<file path="config.mk">
export PLATFORM = sky130hd
export DESIGN_NAME = uart_int_bus_arbiter
export DESIGN_NICKNAME = d
export VERILOG_FILES = /design/src/rtl/uart_int_bus_arbiter.sv
export SDC_FILE = /design/constraint.sdc
export NUM_CORES = 1
export LEC_CHECK = 0
export CORE_UTILIZATION = 47
export DETAILED_ROUTE_END_ITERATION = 10
export GPL_ROUTABILITY_DRIVEN = 0
export PLACE_DENSITY = 0.79
export SYNTH_ARGS = -nofsm -noshare
export SYNTH_HDL_FRONTEND = slang
export SYNTH_SLANG_ARGS = --single-unit
</file>
<file path="constraint.sdc">
create_clock -name clock -period 2.4 [get_ports clock]
set_input_delay 0.48 -clock clock [delete_from_list [all_inputs] [get_ports clock]]
set_output_delay 0.48 -clock clock [all_outputs]
set_load 0.01 [all_outputs]
</file>
<file path="src/rtl/uart_int_bus_arbiter.sv">
// Two-master round-robin grant arbiter sitting behind the UART2BUS request/grant handshake.
// Supports programmable grant latency, int decline mode, grant-hold timeout and saturating grant counters.
module uart_int_bus_arbiter #(
    parameter int DLY_W  = 4,
    parameter int HOLD_W = 8,
    parameter int CNT_W  = 16
) (
    input  logic              clock,
    input  logic              reset,
    input  logic              int_req,
    output logic              int_gnt,
    input  logic              ext_req,
    output logic              ext_gnt,
    input  logic [DLY_W-1:0]  gnt_delay,
    input  logic [HOLD_W-1:0] max_hold,
    input  logic              deny_int,
    output logic              timeout,
    output logic [CNT_W-1:0]  int_gnt_cnt,
    output logic [CNT_W-1:0]  ext_gnt_cnt
);

    typedef enum logic [1:0] {
        IDLE      = 2'd0,
        WAIT      = 2'd1,
        GRANT_INT = 2'd2,
        GRANT_EXT = 2'd3
    } state_t;

    localparam logic [DLY_W-1:0]  DLY_ZERO  = {DLY_W{1'b0}};
    localparam logic [DLY_W-1:0]  DLY_ONE   = {{(DLY_W-1){1'b0}}, 1'b1};
    localparam logic [HOLD_W-1:0] HOLD_ZERO = {HOLD_W{1'b0}};
    localparam logic [HOLD_W-1:0] HOLD_ONE  = {{(HOLD_W-1){1'b0}}, 1'b1};
    localparam logic [HOLD_W-1:0] HOLD_MAX  = {HOLD_W{1'b1}};
    localparam logic [CNT_W-1:0]  CNT_ZERO  = {CNT_W{1'b0}};
    localparam logic [CNT_W-1:0]  CNT_ONE   = {{(CNT_W-1){1'b0}}, 1'b1};
    localparam logic [CNT_W-1:0]  CNT_MAX   = {CNT_W{1'b1}};

    state_t            state_r, state_nxt_s;
    logic [DLY_W-1:0]  dly_cnt_r, dly_cnt_nxt_s;
    logic [HOLD_W-1:0] hold_cnt_r;
    logic              sel_ext_r, sel_ext_nxt_s;
    logic              last_ext_r, last_ext_nxt_s;
    logic              timeout_r, timeout_nxt_s;
    logic              int_gnt_r, ext_gnt_r;
    logic [CNT_W-1:0]  int_cnt_r, ext_cnt_r;
    logic              int_elig_s, pick_ext_s, sel_req_s, cur_req_s;
    logic              enter_int_s, enter_ext_s;

    // Request qualification and round-robin pick
    always_comb begin
        int_elig_s = int_req & ~deny_int;
        if (int_elig_s && ext_req) begin
            pick_ext_s = ~last_ext_r;
        end else begin
            pick_ext_s = ext_req;
        end
        sel_req_s = sel_ext_r ? ext_req : int_elig_s;
        cur_req_s = (state_r == GRANT_EXT) ? ext_req : int_req;
    end

    // Next-state and bookkeeping decode
    always_comb begin
        state_nxt_s    = state_r;
        dly_cnt_nxt_s  = dly_cnt_r;
        sel_ext_nxt_s  = sel_ext_r;
        last_ext_nxt_s = last_ext_r;
        timeout_nxt_s  = 1'b0;
        case (state_r)
            IDLE: begin
                if (int_elig_s || ext_req) begin
                    sel_ext_nxt_s = pick_ext_s;
                    if (gnt_delay == DLY_ZERO) begin
                        state_nxt_s = pick_ext_s ? GRANT_EXT : GRANT_INT;
                    end else begin
                        state_nxt_s   = WAIT;
                        dly_cnt_nxt_s = gnt_delay - DLY_ONE;
                    end
                end else begin
                    state_nxt_s = IDLE;
                end
            end
            WAIT: begin
                // A dropped request (or int becoming denied) abandons the pending grant
                if (!sel_req_s) begin
                    state_nxt_s = IDLE;
                end else if (dly_cnt_r == DLY_ZERO) begin
                    state_nxt_s = sel_ext_r ? GRANT_EXT : GRANT_INT;
                end else begin
                    dly_cnt_nxt_s = dly_cnt_r - DLY_ONE;
                end
            end
            GRANT_INT, GRANT_EXT: begin
                if (!cur_req_s) begin
                    state_nxt_s    = IDLE;
                    last_ext_nxt_s = (state_r == GRANT_EXT);
                end else if ((max_hold != HOLD_ZERO) && (hold_cnt_r == (max_hold - HOLD_ONE))) begin
                    state_nxt_s    = IDLE;
                    last_ext_nxt_s = (state_r == GRANT_EXT);
                    timeout_nxt_s  = 1'b1;
                end else begin
                    state_nxt_s = state_r;
                end
            end
            default: begin
                state_nxt_s = IDLE;
            end
        endcase
        enter_int_s = (state_nxt_s == GRANT_INT) && (state_r != GRANT_INT);
        enter_ext_s = (state_nxt_s == GRANT_EXT) && (state_r != GRANT_EXT);
    end

    // State, arbitration memory and registered outputs
    always_ff @(posedge clock) begin
        if (reset) begin
            state_r    <= IDLE;
            dly_cnt_r  <= DLY_ZERO;
            sel_ext_r  <= 1'b0;
            last_ext_r <= 1'b1;
            timeout_r  <= 1'b0;
            int_gnt_r  <= 1'b0;
            ext_gnt_r  <= 1'b0;
        end else begin
            state_r    <= state_nxt_s;
            dly_cnt_r  <= dly_cnt_nxt_s;
            sel_ext_r  <= sel_ext_nxt_s;
            last_ext_r <= last_ext_nxt_s;
            timeout_r  <= timeout_nxt_s;
            int_gnt_r  <= (state_nxt_s == GRANT_INT);
            ext_gnt_r  <= (state_nxt_s == GRANT_EXT);
        end
    end

    // Hold counter: cleared on grant entry, counts cycles the owner keeps requesting
    always_ff @(posedge clock) begin
        if (reset) begin
            hold_cnt_r <= HOLD_ZERO;
        end else if (enter_int_s || enter_ext_s) begin
            hold_cnt_r <= HOLD_ZERO;
        end else if (((state_r == GRANT_INT) || (state_r == GRANT_EXT)) && cur_req_s && (hold_cnt_r != HOLD_MAX)) begin
            hold_cnt_r <= hold_cnt_r + HOLD_ONE;
        end else begin
            hold_cnt_r <= hold_cnt_r;
        end
    end

    // Saturating grant statistics, bumped once per grant entry
    always_ff @(posedge clock) begin
        if (reset) begin
            int_cnt_r <= CNT_ZERO;
            ext_cnt_r <= CNT_ZERO;
        end else begin
            if (enter_int_s && (int_cnt_r != CNT_MAX)) begin
                int_cnt_r <= int_cnt_r + CNT_ONE;
            end else begin
                int_cnt_r <= int_cnt_r;
            end
            if (enter_ext_s && (ext_cnt_r != CNT_MAX)) begin
                ext_cnt_r <= ext_cnt_r + CNT_ONE;
            end else begin
                ext_cnt_r <= ext_cnt_r;
            end
        end
    end

    assign int_gnt     = int_gnt_r;
    assign ext_gnt     = ext_gnt_r;
    assign timeout     = timeout_r;
    assign int_gnt_cnt = int_cnt_r;
    assign ext_gnt_cnt = ext_cnt_r;

endmodule
</file>
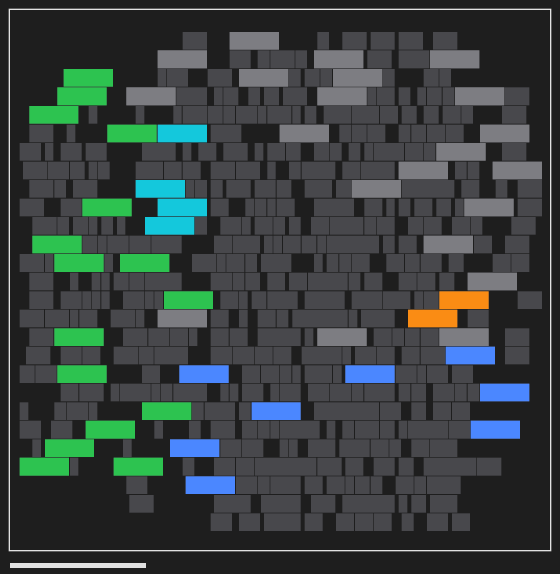
**Above:** sequential cells coloured by netlist name.
Scale bar: 20 µm. Other sequential cells in the stronger grey, the rest of the logic in the fainter grey.
| name in the netlist | colour | flops |
|---|---|---|
| `dly_cnt_r` | cyan | 4 |
| `ext_gnt_cnt` | green | 16 |
| `hold_cnt_r` | blue | 8 |
| `state_r` | orange | 2 |

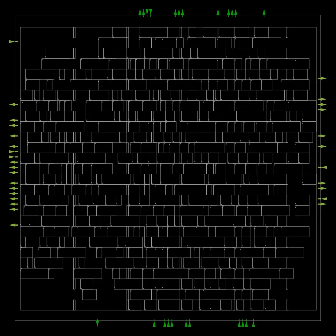
**Above:** cell placement.
Core Rows: 27
fillcell total: 405
core area: 0.00564 mm²
fin util: 71.7%
flip-flops: 51

==> impl_metrics.tcl <==
# yosys + openroad results
set metrics [dict create \
    wl_per_cell_um 15.2 \
    cp-end-kind "flip-flop" \
    finalCritPeriodShare_pct 106 \
    ys_sh_mux_pct 2.54 \
    peakVddDrop_v 0.000272 \
    drc_errors 0 \
    worstSetupEndpoint "int_gnt_cnt[7]$_SDFFE_PP0P_" \
    grt_max_degree 27 \
    first_pass_iters 5 \
    top_logic_kind "simple AND/OR/NAND/NOR gates" \
    finalCriticalPeriod_ns 2.55 \
    totalWireLength_mm 7.66 \
    floorplan.nets 362 \
    worst_pin_slew_ns 0.429 \
    ys_chip_area_mm2 0.00281 \
    via_count 2926 \
    violations "negative setup slack" \
    reg2reg_from "dly_cnt_r[2]$_SDFFE_PP0P_" \
    pre_cts_ws_ns -0.968 \
    status "finished, violations left" \
    final_cells 504 \
    dp_hpwl_mm 5.07 \
    die_area_mm2 0.00629 \
    drtIter0Drc 221 \
    fp-utilization_pct 49.8 \
    maxSlewViolCount 0 \
    report.final.setup_viol 19 \
    setup_ws_ns -0.153 \
    grt_pass1_wl_mm 12.0 \
    clk_latency_ns 0.31 \
    overflow 0 \
    r2r-end "int_gnt_cnt[7]$_SDFFE_PP0P_" \
    fin_skew_ns 0.0118 \
    critical_path_required_ns 2.64 \
    yosysTopAreaCell "dfxtp_1" \
]
==> logic make-up after synthesis <==
group,count (synthesis)
xor+xnor,33
buf+inv,21
flops,51
compound gates,73
simple gates,148
mux,7
fa+ha+maj,6
==> placed cells by master (no fill, tap or decap), types with 10 or more instances in the layout <==
master,Yosys,final
dfxtp_1,51,51
o21ai_0,12,10
nand2_1,27,27
nor3_1,13,11
xnor2_1,14,13
nand3_1,16,16
nor2_1,37,36
xor2_1,19,17
clkdlybuf4s50_1,0,38
a21oi_1,22,20
buf_4,0,43
==> report_power, final <==
part	internal, µW	switching (µW)	total (µW)
logic	192	199	391
clock network	263	282	545
registers	864	18.1	882
total	1320	499	1820
==> flip-flops by register name, indices dropped and copies added (netlist names) <==
signal and flops:
hold_cnt_r 8, ext_gnt 1, int_gnt 1, dly_cnt_r 4, state_r 2, ext_gnt_cnt 16, last_ext_r 1, timeout 1
int_gnt_cnt 16, sel_ext_r 1
==> final cells by class <==
cell class | count | share of cell area, %
timing repair buffer | 96 | 21.1
inverter | 9 | 1.27
tap | 72 | 2.23
sequential | 51 | 25.3
clock inverter | 1 | 0.186
clock buffer | 7 | 2.38
multi-input combinational | 268 | 47.6
==> critical path, stage by stage <==
cell and delay (ns):
buf_8 0.10, inv_6 0.05, ha_4 0.11, or3b_4 0.37, o311a_1 0.33, o2111ai_4 0.29
o32a_4 0.23, o211ai_4 0.12, or4_1 0.55, a21oi_1 0.16
==> what timing repair did <==
item / CTS / global route
hold buffers: 0 / 0
pin swaps: 20 / 10
endpoints found under the setup margin: 46 / 36
buffers inserted: 1 / 1
cloned: 1 / 0
gates resized: 56 / 15
==> layer usage <==
metal,track usage [%],up-vias,wire [µm]
met2,40.3,107,3840
li1,-,1406,-
met5,0,-,0
met1,30.0,1405,3310
met3,6.21,8,436
met4,6.91,0,65
==> stage by stage <==
stage / hold slack, ns / cell area, µm²
2_1_floorplan: 0.456 / 2860
3_3_place_gp: 0.475 / 3730
3_5_place_dp: 0.499 / 3730
4_1_cts: 0.516 / 3960
5_1_grt: 0.543 / 4040
6_report: 0.512 / 4040
==> how the worst min path moves through the flow <==
| stage | startpoint | to | slack [ns] | depth (start not counted) |
|---|---|---|---|---|
| floorplan | dly_cnt_r[3]$_SDFFE_PP0P_ | dly_cnt_r[3]$_SDFFE_PP0P_ | 0.46 | 2 |
| global placement | dly_cnt_r[3]$_SDFFE_PP0P_ | dly_cnt_r[3]$_SDFFE_PP0P_ | 0.48 | 2 |
| detailed placement | int_gnt_cnt[10]$_SDFFE_PP0P_ | int_gnt_cnt[10]$_SDFFE_PP0P_ | 0.50 | 2 |
| CTS | int_gnt_cnt[10]$_SDFFE_PP0P_ | int_gnt_cnt[10]$_SDFFE_PP0P_ | 0.52 | 2 |
| global route | int_gnt_cnt[9]$_SDFFE_PP0P_ | int_gnt_cnt[9]$_SDFFE_PP0P_ | 0.54 | 2 |
| finish | int_gnt_cnt[10]$_SDFFE_PP0P_ | int_gnt_cnt[10]$_SDFFE_PP0P_ | 0.51 | 2 |
